File: src/rtl/reg_seq_ctrl_pkg.sv
// Shared encodings and the fixed test table for the dual shift-register check sequencer.
package reg_seq_ctrl_pkg;

    typedef enum logic [2:0] {
        S_IDLE  = 3'd0,
        S_LOAD  = 3'd1,
        S_RUN   = 3'd2,
        S_DRAIN = 3'd3,
        S_NEXT  = 3'd4,
        S_FIN   = 3'd5
    } state_e;

    typedef enum logic [1:0] {
        MODO_SHIFT = 2'b00,
        MODO_ROT   = 2'b01,
        MODO_LOAD  = 2'b10
    } modo_e;

    typedef enum logic {
        DIR_L = 1'b0,
        DIR_R = 1'b1
    } dir_e;

    typedef struct packed {
        logic  enb;
        modo_e modo;
        dir_e  dir;
        logic  s_in;
    } step_t;

    localparam int CYC_W = 16;

    function automatic logic [31:0] seed_f(input logic [2:0] t);
        logic [31:0] s;
        case (t)
            3'd0:    s = 32'hA5A5_F00F;
            3'd1:    s = 32'h0000_0001;
            3'd2:    s = 32'h8000_0000;
            3'd3:    s = 32'hDEAD_BEEF;
            3'd4:    s = 32'h1234_5678;
            default: s = 32'h0000_0000;
        endcase
        return s;
    endfunction

    // Entries past test 4 behave as a hold test so NTESTS up to 8 stays well defined.
    function automatic step_t step_f(input logic [2:0] t);
        step_t s;
        case (t)
            3'd0:    s = '{enb: 1'b1, modo: MODO_SHIFT, dir: DIR_L, s_in: 1'b1};
            3'd1:    s = '{enb: 1'b1, modo: MODO_SHIFT, dir: DIR_R, s_in: 1'b0};
            3'd2:    s = '{enb: 1'b1, modo: MODO_ROT,   dir: DIR_L, s_in: 1'b0};
            3'd3:    s = '{enb: 1'b1, modo: MODO_ROT,   dir: DIR_R, s_in: 1'b0};
            default: s = '{enb: 1'b0, modo: MODO_SHIFT, dir: DIR_L, s_in: 1'b0};
        endcase
        return s;
    endfunction

endpackage

File: src/rtl/reg_seq_ctrl_if.sv
// Stimulus, response and status bundle between the sequencer and the two registers under check.
interface reg_seq_ctrl_if #(
    parameter int WIDTH  = 32,
    parameter int SOUT_W = 8,
    parameter int CNT_W  = 16
);
    logic              START;
    logic              ENB;
    logic              DIR;
    logic [1:0]        MODO;
    logic              S_IN;
    logic [WIDTH-1:0]  D;
    logic [WIDTH-1:0]  Q_A;
    logic [WIDTH-1:0]  Q_B;
    logic [SOUT_W-1:0] SOUT_A;
    logic [SOUT_W-1:0] SOUT_B;
    logic              BUSY;
    logic              DONE;
    logic              PASS;
    logic [CNT_W-1:0]  ERR_COUNT;
    logic [2:0]        FIRST_TEST;
    logic [7:0]        FIRST_CYC;

    modport master (
        input  START, Q_A, Q_B, SOUT_A, SOUT_B,
        output ENB, DIR, MODO, S_IN, D, BUSY, DONE, PASS, ERR_COUNT, FIRST_TEST, FIRST_CYC
    );

    modport slave (
        output START, Q_A, Q_B, SOUT_A, SOUT_B,
        input  ENB, DIR, MODO, S_IN, D, BUSY, DONE, PASS, ERR_COUNT, FIRST_TEST, FIRST_CYC
    );
endinterface

File: src/rtl/reg_seq_ctrl_cmp.sv
// Registered A/B compare: saturating mismatch count, first-failure capture and end-of-run PASS.
module reg_seq_ctrl_cmp
    import reg_seq_ctrl_pkg::*;
#(
    parameter int WIDTH  = 32,
    parameter int SOUT_W = 8,
    parameter int CNT_W  = 16
) (
    input  logic              CLK,
    input  logic              RESET_L,
    input  logic              cmp_en_i,
    input  logic              clr_i,
    input  logic              fin_i,
    input  logic [2:0]        test_i,
    input  logic [CYC_W-1:0]  cyc_i,
    input  logic [WIDTH-1:0]  q_a_i,
    input  logic [WIDTH-1:0]  q_b_i,
    input  logic [SOUT_W-1:0] sout_a_i,
    input  logic [SOUT_W-1:0] sout_b_i,
    output logic [CNT_W-1:0]  err_count_o,
    output logic [2:0]        first_test_o,
    output logic [7:0]        first_cyc_o,
    output logic              pass_o
);
    logic [CNT_W-1:0] err_q, err_d;
    logic             vld_q, vld_d;
    logic [2:0]       ftest_q, ftest_d;
    logic [7:0]       fcyc_q, fcyc_d;
    logic             pass_q, pass_d;
    logic             hit;

    always_ff @(posedge CLK or negedge RESET_L) begin
        if (!RESET_L) begin
            err_q   <= '0;
            vld_q   <= 1'b0;
            ftest_q <= '0;
            fcyc_q  <= '0;
            pass_q  <= 1'b0;
        end else begin
            err_q   <= err_d;
            vld_q   <= vld_d;
            ftest_q <= ftest_d;
            fcyc_q  <= fcyc_d;
            pass_q  <= pass_d;
        end
    end

    // Case inequality so an X/Z on either side is a mismatch in simulation.
    always_comb begin
        hit     = cmp_en_i && ((q_a_i !== q_b_i) || (sout_a_i !== sout_b_i));
        err_d   = err_q;
        vld_d   = vld_q;
        ftest_d = ftest_q;
        fcyc_d  = fcyc_q;
        if (clr_i) begin
            err_d   = '0;
            vld_d   = 1'b0;
            ftest_d = '0;
            fcyc_d  = '0;
        end else if (hit) begin
            if (err_q != {CNT_W{1'b1}}) err_d = err_q + 1'b1;
            if (!vld_q) begin
                vld_d   = 1'b1;
                ftest_d = test_i;
                fcyc_d  = (|cyc_i[CYC_W-1:8]) ? 8'hFF : cyc_i[7:0];
            end
        end
        // PASS must include the compare landing on the FIN edge, hence err_d.
        pass_d = clr_i ? 1'b0 : (fin_i ? (err_d == '0) : pass_q);
    end

    assign err_count_o  = err_q;
    assign first_test_o = ftest_q;
    assign first_cyc_o  = fcyc_q;
    assign pass_o       = pass_q;
endmodule

File: src/rtl/reg_seq_ctrl.sv
// Sequencer for the dual shift-register check: steps the fixed test table, drives both registers,
// and hands their responses to the compare block one cycle later.
//   state   | meaning
//   S_IDLE  | waiting for START, outputs quiet
//   S_LOAD  | parallel load of SEED[test]
//   S_RUN   | SHIFT_CYCLES cycles of the test-table operation
//   S_DRAIN | ENB low, last RUN update gets compared
//   S_NEXT  | advance to next test
//   S_FIN   | last compare lands; DONE/PASS register on this edge
module reg_seq_ctrl
    import reg_seq_ctrl_pkg::*;
#(
    parameter int WIDTH        = 32,
    parameter int SOUT_W       = 8,
    parameter int NTESTS       = 5,
    parameter int SHIFT_CYCLES = 40,
    parameter int CNT_W        = 16
) (
    input  logic           CLK,
    input  logic           RESET_L,
    reg_seq_ctrl_if.master bus
);
    localparam logic [2:0]       LAST_TEST = 3'(NTESTS - 1);
    localparam logic [CYC_W-1:0] LAST_CYC  = CYC_W'(SHIFT_CYCLES - 1);

    state_e            state_q, state_d;
    logic [2:0]        test_q, test_d;
    logic [CYC_W-1:0]  cyc_q, cyc_d;
    logic              cmp_en_q, done_q;
    logic [2:0]        cmp_test_q;
    logic [CYC_W-1:0]  cmp_cyc_q;
    logic              enb, s_in, busy, cmp_en, clr, fin;
    modo_e             modo;
    dir_e              dir;
    logic [WIDTH-1:0]  d, d_seed;
    logic [31:0]       seed;
    step_t             step;

    always_ff @(posedge CLK or negedge RESET_L) begin
        if (!RESET_L) begin
            state_q    <= S_IDLE;
            test_q     <= '0;
            cyc_q      <= '0;
            cmp_en_q   <= 1'b0;
            cmp_test_q <= '0;
            cmp_cyc_q  <= '0;
            done_q     <= 1'b0;
        end else begin
            state_q    <= state_d;
            test_q     <= test_d;
            cyc_q      <= cyc_d;
            cmp_en_q   <= cmp_en;
            cmp_test_q <= test_q;
            cmp_cyc_q  <= cyc_q;
            done_q     <= fin;
        end
    end

    always_comb begin
        state_d = state_q;
        test_d  = test_q;
        cyc_d   = cyc_q;
        case (state_q)
            S_IDLE: if (bus.START) begin
                state_d = S_LOAD;
                test_d  = '0;
                cyc_d   = '0;
            end
            S_LOAD:  state_d = S_RUN;
            S_RUN: begin
                cyc_d = cyc_q + 1'b1;
                if (cyc_q == LAST_CYC) state_d = S_DRAIN;
            end
            S_DRAIN: state_d = (test_q == LAST_TEST) ? S_FIN : S_NEXT;
            S_NEXT: begin
                state_d = S_LOAD;
                test_d  = test_q + 1'b1;
                cyc_d   = '0;
            end
            default: state_d = S_IDLE;
        endcase
    end

    generate
        if (WIDTH > 32) begin : g_seed_ext
            assign d_seed = {{(WIDTH - 32){1'b0}}, seed};
        end else begin : g_seed_trunc
            assign d_seed = seed[WIDTH-1:0];
        end
    endgenerate

    always_comb begin
        seed   = seed_f(test_q);
        step   = step_f(test_q);
        enb    = 1'b0;
        modo   = MODO_SHIFT;
        dir    = DIR_L;
        s_in   = 1'b0;
        d      = '0;
        busy   = 1'b0;
        cmp_en = 1'b0;
        case (state_q)
            S_LOAD: begin
                enb    = 1'b1;
                modo   = MODO_LOAD;
                d      = d_seed;
                busy   = 1'b1;
                cmp_en = 1'b1;
            end
            S_RUN: begin
                enb    = step.enb;
                modo   = step.modo;
                dir    = step.dir;
                s_in   = step.s_in;
                busy   = 1'b1;
                cmp_en = 1'b1;
            end
            S_DRAIN: begin
                busy   = 1'b1;
                cmp_en = 1'b1;
            end
            S_NEXT:  busy = 1'b1;
            default: ;
        endcase
        clr = (state_q == S_IDLE) && bus.START;
        fin = (state_q == S_FIN);
    end

    assign bus.ENB  = enb;
    assign bus.MODO = modo;
    assign bus.DIR  = dir;
    assign bus.S_IN = s_in;
    assign bus.D    = d;
    assign bus.BUSY = busy;
    assign bus.DONE = done_q;

    reg_seq_ctrl_cmp #(
        .WIDTH  (WIDTH),
        .SOUT_W (SOUT_W),
        .CNT_W  (CNT_W)
    ) u_cmp (
        .CLK          (CLK),
        .RESET_L      (RESET_L),
        .cmp_en_i     (cmp_en_q),
        .clr_i        (clr),
        .fin_i        (fin),
        .test_i       (cmp_test_q),
        .cyc_i        (cmp_cyc_q),
        .q_a_i        (bus.Q_A),
        .q_b_i        (bus.Q_B),
        .sout_a_i     (bus.SOUT_A),
        .sout_b_i     (bus.SOUT_B),
        .err_count_o  (bus.ERR_COUNT),
        .first_test_o (bus.FIRST_TEST),
        .first_cyc_o  (bus.FIRST_CYC),
        .pass_o       (bus.PASS)
    );
endmodule

File: src/flat_wrapper.sv
// flat-port wrapper written by rule: the top's interface ports become plain ports
module reg_seq_ctrl_flat import reg_seq_ctrl_pkg::*;
#(
    parameter int WIDTH        = 32,
    parameter int SOUT_W       = 8,
    parameter int NTESTS       = 5,
    parameter int SHIFT_CYCLES = 40,
    parameter int CNT_W        = 16
)
  (CLK, RESET_L, bus_START, bus_Q_A, bus_Q_B, bus_SOUT_A, bus_SOUT_B, bus_ENB, bus_DIR, bus_MODO, bus_S_IN, bus_D, bus_BUSY, bus_DONE, bus_PASS, bus_ERR_COUNT, bus_FIRST_TEST, bus_FIRST_CYC);
  reg_seq_ctrl_if #(.WIDTH(WIDTH), .SOUT_W(SOUT_W), .CNT_W(CNT_W)) bus_i ();
  input  logic CLK;
  input  logic RESET_L;
  input wire logic [$bits(bus_i.START)-1:0] bus_START;
  input wire logic [$bits(bus_i.Q_A)-1:0] bus_Q_A;
  input wire logic [$bits(bus_i.Q_B)-1:0] bus_Q_B;
  input wire logic [$bits(bus_i.SOUT_A)-1:0] bus_SOUT_A;
  input wire logic [$bits(bus_i.SOUT_B)-1:0] bus_SOUT_B;
  output wire logic [$bits(bus_i.ENB)-1:0] bus_ENB;
  output wire logic [$bits(bus_i.DIR)-1:0] bus_DIR;
  output wire logic [$bits(bus_i.MODO)-1:0] bus_MODO;
  output wire logic [$bits(bus_i.S_IN)-1:0] bus_S_IN;
  output wire logic [$bits(bus_i.D)-1:0] bus_D;
  output wire logic [$bits(bus_i.BUSY)-1:0] bus_BUSY;
  output wire logic [$bits(bus_i.DONE)-1:0] bus_DONE;
  output wire logic [$bits(bus_i.PASS)-1:0] bus_PASS;
  output wire logic [$bits(bus_i.ERR_COUNT)-1:0] bus_ERR_COUNT;
  output wire logic [$bits(bus_i.FIRST_TEST)-1:0] bus_FIRST_TEST;
  output wire logic [$bits(bus_i.FIRST_CYC)-1:0] bus_FIRST_CYC;
  assign bus_i.START = bus_START;
  assign bus_i.Q_A = bus_Q_A;
  assign bus_i.Q_B = bus_Q_B;
  assign bus_i.SOUT_A = bus_SOUT_A;
  assign bus_i.SOUT_B = bus_SOUT_B;
  assign bus_ENB = bus_i.ENB;
  assign bus_DIR = bus_i.DIR;
  assign bus_MODO = bus_i.MODO;
  assign bus_S_IN = bus_i.S_IN;
  assign bus_D = bus_i.D;
  assign bus_BUSY = bus_i.BUSY;
  assign bus_DONE = bus_i.DONE;
  assign bus_PASS = bus_i.PASS;
  assign bus_ERR_COUNT = bus_i.ERR_COUNT;
  assign bus_FIRST_TEST = bus_i.FIRST_TEST;
  assign bus_FIRST_CYC = bus_i.FIRST_CYC;
  reg_seq_ctrl #(.WIDTH(WIDTH), .SOUT_W(SOUT_W), .NTESTS(NTESTS), .SHIFT_CYCLES(SHIFT_CYCLES), .CNT_W(CNT_W)) u_core (.CLK(CLK), .RESET_L(RESET_L), .bus(bus_i));
endmodule
File: config.mk
export PLATFORM = sky130hd
export DESIGN_NAME = reg_seq_ctrl_flat
export DESIGN_NICKNAME = d
export VERILOG_FILES = /design/src/rtl/reg_seq_ctrl_pkg.sv /design/src/rtl/reg_seq_ctrl_if.sv /design/src/rtl/reg_seq_ctrl_cmp.sv /design/src/rtl/reg_seq_ctrl.sv /design/src/flat_wrapper.sv
export SDC_FILE = /design/constraint.sdc
export NUM_CORES = 1
export LEC_CHECK = 0
export ABC_AREA = 1
export CORE_ASPECT_RATIO = 1.5
export CORE_MARGIN = 2
export CORE_UTILIZATION = 50
export DETAILED_ROUTE_END_ITERATION = 10
export PLACE_DENSITY = 0.95
export SYNTH_ARGS = -nofsm -noshare
export SYNTH_HDL_FRONTEND = slang
export SYNTH_SLANG_ARGS = --single-unit
File: constraint.sdc
create_clock -name CLK -period 3.2 [get_ports CLK]
set_clock_uncertainty 0.1 [all_clocks]
set_input_delay 0.48 -clock CLK [delete_from_list [all_inputs] [get_ports CLK]]
set_output_delay 0.48 -clock CLK [all_outputs]
set_load 0.01 [all_outputs]
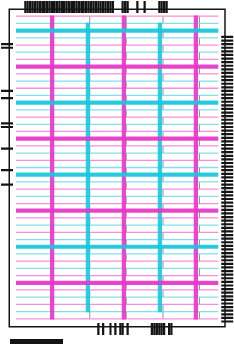
(images/pdn.png)
Scale bar: 20 um. Pins as bars on the die edge. Tap cells in gray.
| net | color |
|---|---|
| VDD | cyan |
| VSS | magenta |
met5 straps: 8
met1 rails: 43
signal pins: 150
tap cells: 110

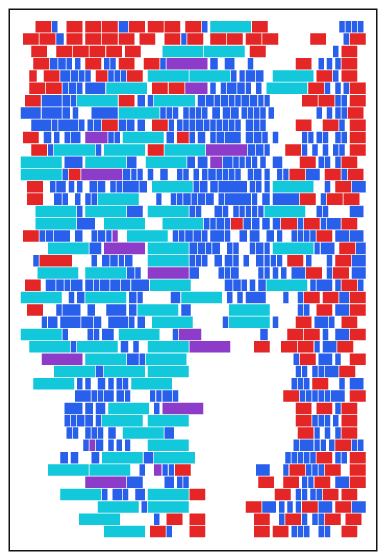
(images/cell_classes.png)
| class | color | cells |
|---|---|---|
| other buffers and delay cells | red | 151 |
| all other logic | blue | 505 |
| flops | cyan | 72 |
| clock drivers and dummy loads | purple | 16 |

==> flow_metrics.tcl <==
# collected from the flow reports
set metrics [dict create \
    worstPathCellList "inv_1, ha_1, nand2_1, inv_1, a21oi_1, a21oi_4, a21oi_1, a21oi_1, clkdlybuf4s50_1" \
    critPathLaunchType "flip-flop" \
    async_flop_share_pct 100 \
    clock-root-buffer "clkbuf_16" \
    synth_seq_share_pct 40.7 \
    lay_top_cells "145 x clkdlybuf4s50_1, 138 x nand2_1, 119 x inv_1, 72 x dfrtp_1, 58 x nor2_1" \
    powerDensity_nw_per_um2 698 \
    maxSlewViolCount 0 \
    grt_pass1_vias 4313 \
    min_period_ns 3.09 \
    fin_crit_sh_pct 96.7 \
    hold_viol 0 \
    grt_usage_pct 26.7 \
    grt_pass1_wl_um 19900 \
    chipWidth_um 80.9 \
    instances_no_fill 854 \
    critical_path_class "reg2out" \
    lay_top_count "clkdlybuf4s50_1" \
    grt_overflow_total 0 \
    port_buffers 146 \
    numCtsBuffers 9 \
    wl_um 12700 \
    finalSetupViolCount 0 \
    clkTransAtPathRegs_ns 0.06 \
    num_vias 4468 \
    drtIter0Drc 450 \
    fp_util_pct 50.8 \
    drc 0 \
    antenna_cells 0 \
    place_inst 838 \
    max_slew_margin_pct 51.5 \
    end_kind "primary output" \
    core_area_um2 8720 \
    slowest_stage "clkdlybuf4s50_1" \
    vdd_drop_max_uv 714 \
    ctsHoldBuffers 0 \
    cp_common_cell "a21oi_1" \
    grt_max_degree 44 \
    ys_cells 605 \
    tns_ns 0 \
    die_h_um 119 \
    netlist_area_um2 4430 \
    crit_fanout 7 \
    cts_tree "yes" \
    viasPerCell 5.23 \
    max_freq_ghz 0.323 \
    reg2reg_to "u_core.u_cmp.pass_o" \
    worstMarginPinSlew_ns 0.728 \
    final_layout_size_suffix_gt1_share_pct 6.32 \
    syn_inst 605 \
    ys_types 38 \
    nets 830 \
    r2r_cells 15 \
    p_leak_nw 3.01 \
    cpPeakStageDelay_ns 0.49 \
    ys_seq_elements 72 \
    cts.path.max_buffers 2 \
    hold_path.class "in2async" \
    yosysWarnings 0 \
    final_util_pct 70.9 \
    clock_sinks 72 \
    synthToLayoutAreaGrowth_pct 39.6 \
    arrival_ns 2.51 \
    yosysChipArea_um2 4430 \
    post_drt_wl_per_cell_um 14.9 \
    synth.avg_cell_area_um2 7.33 \
    ff2ff_setup_slack_ns 0.69 \
    status "complete, no violations" \
    antenna_found_initial 0 \
    worstReg2RegStart "u_core.u_cmp.err_count_o[0]" \
    edf_count 0 \
    warnings 30 \
    rows 42 \
    ios 150 \
    ff_type "dfrtp_1" \
    dp_hpwl_um 9610 \
    required_ns 2.62 \
    drtPass1Iterations 5 \
    worstSkewPairLatency_ns 0.33 \
    antenna_left 0 \
    gp_congestion 1.04 \
    chipArea_um2 9650 \
    htreeDepth 3 \
    cap_violations 0 \
]
critical path: cells and delay by family (launching register included):
family / cells / cell delay [ns]
AOI/OAI and AO/OA: 4 / 0.75
DFF: 1 / 0.46
buffers and inverters: 3 / 0.66
and+or+nand+nor: 1 / 0.10
adders and majority gates: 1 / 0.22
synth_stat cells, drive strengths merged, types with 4 or more instances:
master  count  area (um2)
clkbuf      4        15.0
ha          8         100
inv       122         458
buf        26         188
a21oi      21         105
xnor2      24         210
nand3      47         253
nor2       65         277
nand4       9        62.6
dfrtp      72        1800
o22ai       9        56.3
nand2     141         542
nor4        6        37.5
o21ai      24         131
nor3       15         106
cell families (layout without fill, tap and decap cells):
logic type | Yosys count | in the layout | synth area share, %
flip-flops | 72 | 72 | 40.7
AND/OR/NAND/NOR | 286 | 286 | 29.4
buffers and inverters | 153 | 290 | 15.0
other | 1 | 3 | 0.0846
XOR/XNOR | 25 | 25 | 4.94
adder cells (fa/ha/maj) | 8 | 8 | 2.26
AND-OR/OR-AND | 60 | 60 | 7.65
how the worst max path moves through the flow:
stage,startpoint,end,slack [ns],cells after the start
after global routing,u_core.test_q[0],bus_D[0],-0.002,9
after detailed placement,bus_Q_A[23],u_core.u_cmp.pass_o,0.24,20
after global placement,bus_Q_B[27],u_core.u_cmp.pass_o,0.40,20
after CTS,u_core.test_q[0],bus_D[0],0.09,9
final,u_core.test_q[0],bus_D[0],0.11,9
after floorplan,u_core.state_q[2],bus_D[0],0.70,5
through the flow:
step	hold slack, ns	power (mW)	area [um2]	setup WS (ns)
6_report	0.106	4.32	6190	0.107
5_1_grt	0.165	4.57	6190	-0.00238
4_1_cts	0.124	4.29	6180	0.0881
3_5_place_dp	0.264	3.31	5880	0.238
3_3_place_gp	0.260	3.22	5880	0.397
2_1_floorplan	0.0844	2.43	4440	0.698
power breakdown:
group          internal [mW]  leakage [nW]  switching [mW]
clock network          0.587         0.139           0.359
registers               1.10         0.967           0.226
logic                  0.912          1.90            1.13
total                   2.60          3.01            1.72
layer usage:
metal | vias up | share of wire [%] | GRT usage (%)
met3 | 47 | 9.1 | 6.59
met5 | - | 0 | 0
met4 | 0 | 4.2 | 14.0
met1 | 2076 | 33 | 26.3
li1 | 2128 | - | -
met2 | 217 | 53 | 49.3
flip-flops by register name, indices dropped and copies added, names as in the netlist:
name	count
u_core.test_q	3
u_core.u_cmp.first_cyc_o	8
u_core.u_cmp.pass_o	1
u_core.u_cmp.first_test_o	3
u_core.bus.DONE	1
u_core.cmp_cyc_q	16
u_core.state_q	3
u_core.u_cmp.err_count_o	16
u_core.cyc_q	16
u_core.u_cmp.vld_q	1
u_core.cmp_en_q	1
u_core.cmp_test_q	3
area by class of cell:
class                      instances  area [um2]
fill                             630        2530
multi-input combinational        382        1990
sequential                        72        1800
timing repair buffer             151        1510
inverter                         123         462
clock buffer                      14         274
tap                              110         138
clock inverter                     2        12.5
what timing repair did:
item,CTS,global route
setup endpoints to repair,1,2
setup buffers,0,0
resized,2,4
Power is estimated from default activity; no workload was simulated.
